`src/rtl/jk_ctrl_pkg.sv`:
```
// Shared definitions for the JK bank sequencer: op codes, FSM state
// encoding and the per-bit op -> J/K mapping.
package jk_ctrl_pkg;

  localparam logic [1:0] OP_HOLD = 2'b00;
  localparam logic [1:0] OP_CLR  = 2'b01;
  localparam logic [1:0] OP_SET  = 2'b10;
  localparam logic [1:0] OP_TOG  = 2'b11;

  localparam logic [1:0] ST_IDLE    = 2'd0;
  localparam logic [1:0] ST_APPLY   = 2'd1;
  localparam logic [1:0] ST_CAPTURE = 2'd2;
  localparam logic [1:0] ST_DONE    = 2'd3;

  // Returns {J, K} for one bank bit; unselected bits always hold.
  function automatic logic [1:0] op_to_jk(input logic [1:0] op, input logic mask);
    logic [1:0] jk;
    case (op)
      OP_CLR:  jk = 2'b01;
      OP_SET:  jk = 2'b10;
      OP_TOG:  jk = 2'b11;
      default: jk = 2'b00;
    endcase
    return mask ? jk : 2'b00;
  endfunction

endpackage

```
`src/rtl/jk_rr_arb2.sv`:
```
// Two-way round-robin grant: a lone requester always wins; on contention
// the requester pointed to by rr_ptr wins.
module jk_rr_arb2
  import jk_ctrl_pkg::*;
(
  input  logic [1:0] req_i,
  input  logic       rr_ptr_i,
  output logic       gnt_id_o
);

  // Pure combinational pick; the pointer is owned by the sequencer.
  always_comb begin
    case (req_i)
      2'b01:   gnt_id_o = 1'b0;
      2'b10:   gnt_id_o = 1'b1;
      2'b11:   gnt_id_o = rr_ptr_i;
      default: gnt_id_o = 1'b0;
    endcase
  end

endmodule

```
`src/rtl/jk_bank_sequencer.sv`:
```
// Sequences one masked HOLD/CLR/SET/TOG op at a time onto an external
// JK flip-flop bank for two requesters: IDLE -> APPLY -> CAPTURE -> DONE.
module jk_bank_sequencer
  import jk_ctrl_pkg::*;
#(
  parameter int WIDTH = 4
) (
  input  logic             clk,
  input  logic             reset,
  input  logic [1:0]       req,
  input  logic [1:0]       op0,
  input  logic [WIDTH-1:0] mask0,
  input  logic [1:0]       op1,
  input  logic [WIDTH-1:0] mask1,
  input  logic [WIDTH-1:0] q_in,
  output logic [WIDTH-1:0] jk_j,
  output logic [WIDTH-1:0] jk_k,
  output logic [1:0]       done,
  output logic [WIDTH-1:0] rdata,
  output logic             busy
);

  logic [1:0]       state_q, state_d;
  logic             id_q, id_d;
  logic             rr_ptr_q, rr_ptr_d;
  logic [WIDTH-1:0] jk_j_q, jk_j_d, jk_k_q, jk_k_d;
  logic [1:0]       done_q, done_d;
  logic [WIDTH-1:0] rdata_q, rdata_d;
  logic             busy_q, busy_d;

  logic             gnt_id;
  logic [1:0]       sel_op;
  logic [WIDTH-1:0] sel_mask;

  jk_rr_arb2 u_arb (
    .req_i    (req),
    .rr_ptr_i (rr_ptr_q),
    .gnt_id_o (gnt_id)
  );

  assign sel_op   = gnt_id ? op1   : op0;
  assign sel_mask = gnt_id ? mask1 : mask0;

  // Next-state logic. The granted op/mask are latched directly as the J/K
  // pattern at grant, so later input changes cannot affect the op; J/K are
  // registered for exactly the APPLY cycle and zero everywhere else.
  always_comb begin
    state_d  = state_q;
    id_d     = id_q;
    rr_ptr_d = rr_ptr_q;
    jk_j_d   = '0;
    jk_k_d   = '0;
    done_d   = '0;
    rdata_d  = rdata_q;
    case (state_q)
      ST_IDLE: begin
        if (req != 2'b00) begin
          id_d = gnt_id;
          for (int b = 0; b < WIDTH; b++)
            {jk_j_d[b], jk_k_d[b]} = op_to_jk(sel_op, sel_mask[b]);
          state_d = ST_APPLY;
        end
      end
      ST_APPLY:   state_d = ST_CAPTURE;
      ST_CAPTURE: begin
        // Bank has clocked in J/K at the end of APPLY; q_in is post-op.
        rdata_d        = q_in;
        done_d[id_q]   = 1'b1;
        state_d        = ST_DONE;
      end
      ST_DONE: begin
        rr_ptr_d = ~id_q;
        state_d  = ST_IDLE;
      end
      default: state_d = ST_IDLE;
    endcase
    busy_d = (state_d != ST_IDLE);
  end

  // State and registered outputs; reset drops any op in flight.
  always_ff @(posedge clk or posedge reset) begin
    if (reset) begin
      state_q  <= ST_IDLE;
      id_q     <= 1'b0;
      rr_ptr_q <= 1'b0;
      jk_j_q   <= '0;
      jk_k_q   <= '0;
      done_q   <= '0;
      rdata_q  <= '0;
      busy_q   <= 1'b0;
    end else begin
      state_q  <= state_d;
      id_q     <= id_d;
      rr_ptr_q <= rr_ptr_d;
      jk_j_q   <= jk_j_d;
      jk_k_q   <= jk_k_d;
      done_q   <= done_d;
      rdata_q  <= rdata_d;
      busy_q   <= busy_d;
    end
  end

  assign jk_j  = jk_j_q;
  assign jk_k  = jk_k_q;
  assign done  = done_q;
  assign rdata = rdata_q;
  assign busy  = busy_q;

endmodule

```
`config.mk`:
```
export PLATFORM = sky130hd
export DESIGN_NAME = jk_bank_sequencer
export DESIGN_NICKNAME = d
export VERILOG_FILES = /design/src/rtl/jk_ctrl_pkg.sv /design/src/rtl/jk_rr_arb2.sv /design/src/rtl/jk_bank_sequencer.sv
export SDC_FILE = /design/constraint.sdc
export NUM_CORES = 1
export LEC_CHECK = 0
export ABC_AREA = 1
export ABC_CLOCK_PERIOD_IN_PS = 3600
export CAP_MARGIN = 20
export CORE_MARGIN = 3
export CORE_UTILIZATION = 43
export DETAILED_ROUTE_END_ITERATION = 12
export GPL_ROUTABILITY_DRIVEN = 0
export PLACE_DENSITY = 0.82
export REMOVE_ABC_BUFFERS = 1
export SYNTH_ARGS = -nofsm -noshare
export SYNTH_HDL_FRONTEND = slang
export SYNTH_SLANG_ARGS = --single-unit
```
`constraint.sdc`:
```
create_clock -name clk -period 3.6 [get_ports clk]
set_clock_uncertainty 0.1 [all_clocks]
set_input_delay 0.72 -clock clk [delete_from_list [all_inputs] [get_ports clk]]
set_output_delay 0.72 -clock clk [all_outputs]
set_load 0.01 [all_outputs]
```
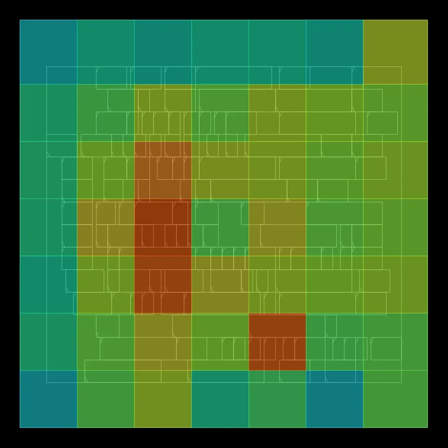
(images/congestion.png)
met2 Use GR: 23.9%
routing usage on met3: 3.06%
GR Util met1: 18.6%
drt wl/cell: 11.0 µm
GRT busiest layer: met2

==> CHANGELOG.md <==
## Flow update

* Clk tree area frac at under 10%
* Crit path DRT at around 2.8 ns
* DP Cell Count at 143
* # rows at 14
* Worst path cell trace: clkdlybuf4s50_1
* Min-delay src: id_q
* CP endpoint: rdata[2]
* Total GRT Usage at between 10% and 20%
* Avg Inst Size Synth at about 9.4 µm²
* Pin count of the biggest net entering global routing at 20
* Family with the most delay on the worst path: buffers and inverters
* CTS tree: done
* Top Layout Cells: clkdlybuf4s50_1, nand2_1, dfrtp_1
* Status: complete, no violations
* Unrepaired setup endpoints after global routing: no
* Post-detail-place hpwl at between 1 and 1.5 mm
* Clock Sinks at 19
* Reg2Reg Launch Point: state_q[0]
* Number of global-route vias before repair at roughly 630
* Area of the core at between 0.0015 and 0.002 mm²
* Fraction of layout cells with a size suffix above 1 at 3.25%
* Final nets at around 150
* FF+latch area at between 400 and 500 µm²
* Max Root-Sink Buffers at 2
* Cycle use final at a little under three fifths
* Worst EP arrival at ~1.2 ns
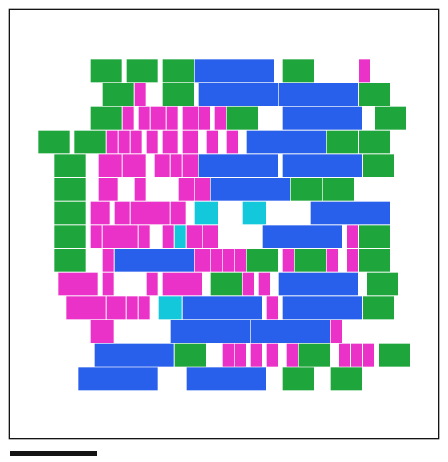
(images/placement_by_type.png)
Scale bar: 10 µm.
- green: other buffers and delay cells (cells 34; share of their area 29%)
- blue: flops (cells 19; share of their area 41%)
- magenta: combinational and other logic (cells 66; share of their area 28%)
- cyan: clock drivers and dummy loads (cells 4; share of their area 2.3%)

-- power by group through the flow --
stage	clock [W]	sequential (W)	combinational [W]
after CTS	0.000103	0.000320	0.000346
final	0.0000996	0.000319	0.000341
after global placement	0	0.000321	0.000335
after global routing	0.000112	0.000327	0.000385
after detailed placement	0	0.000325	0.000345
after floorplan	0	0.000347	0.000160
-- cell families after synthesis --
family,count (synthesis),share of synthesized area [%]
flip-flops,19,59.4
buffers and inverters,12,5.62
AND/OR/NAND/NOR,41,22.8
AND-OR/OR-AND,9,5.94
adder cells (fa/ha/maj),4,6.25
-- layer usage --
layer | track usage (%) | part of all wire, % | vias up
li1 | - | - | 343
met3 | 3.06 | 4.8 | 2
met1 | 18.6 | 44 | 291
met5 | 0 | 0 | -
met2 | 23.9 | 49 | 25
met4 | 5.69 | 1.4 | 0
-- stage by stage --
stage	util (%)	worst slack, ns	hold slack [ns]	instance area [µm²]	total power (W)
2_1_floorplan	-	2.11	0.326	801	0.000507
3_3_place_gp	71.9	1.59	0.339	1170	0.000656
3_5_place_dp	71.9	1.52	0.350	1170	0.000670
4_1_cts	73.5	1.59	0.372	1200	0.000769
5_1_grt	73.5	1.55	0.404	1200	0.000824
6_report	73.5	1.61	0.367	1200	0.000759
-- Yosys cell counts --
cell type  count  area, µm²
nand4_1        2       12.5
and3_1         1       6.26
nand3b_1       2       15.0
dfrtp_1       19        475
o21bai_1       1       7.51
ha_1           4       50.1
nand3_1        5       25.0
nand2_1       22       82.6
inv_1         12       45.0
o21ai_0        4       20.0
nor2_4         1       11.3
nor2_1         8       30.0
a21oi_1        4       20.0
-- worst register-to-register path, stage by stage, from the launching register on --
cell and delay, ns:
dfrtp_1 0.39, inv_1 0.13, ha_1 0.22, inv_1 0.08, nor2_4 0.15, nand3_1 0.11
a21oi_1 0.17
Power and IR drop assume default switching activity.
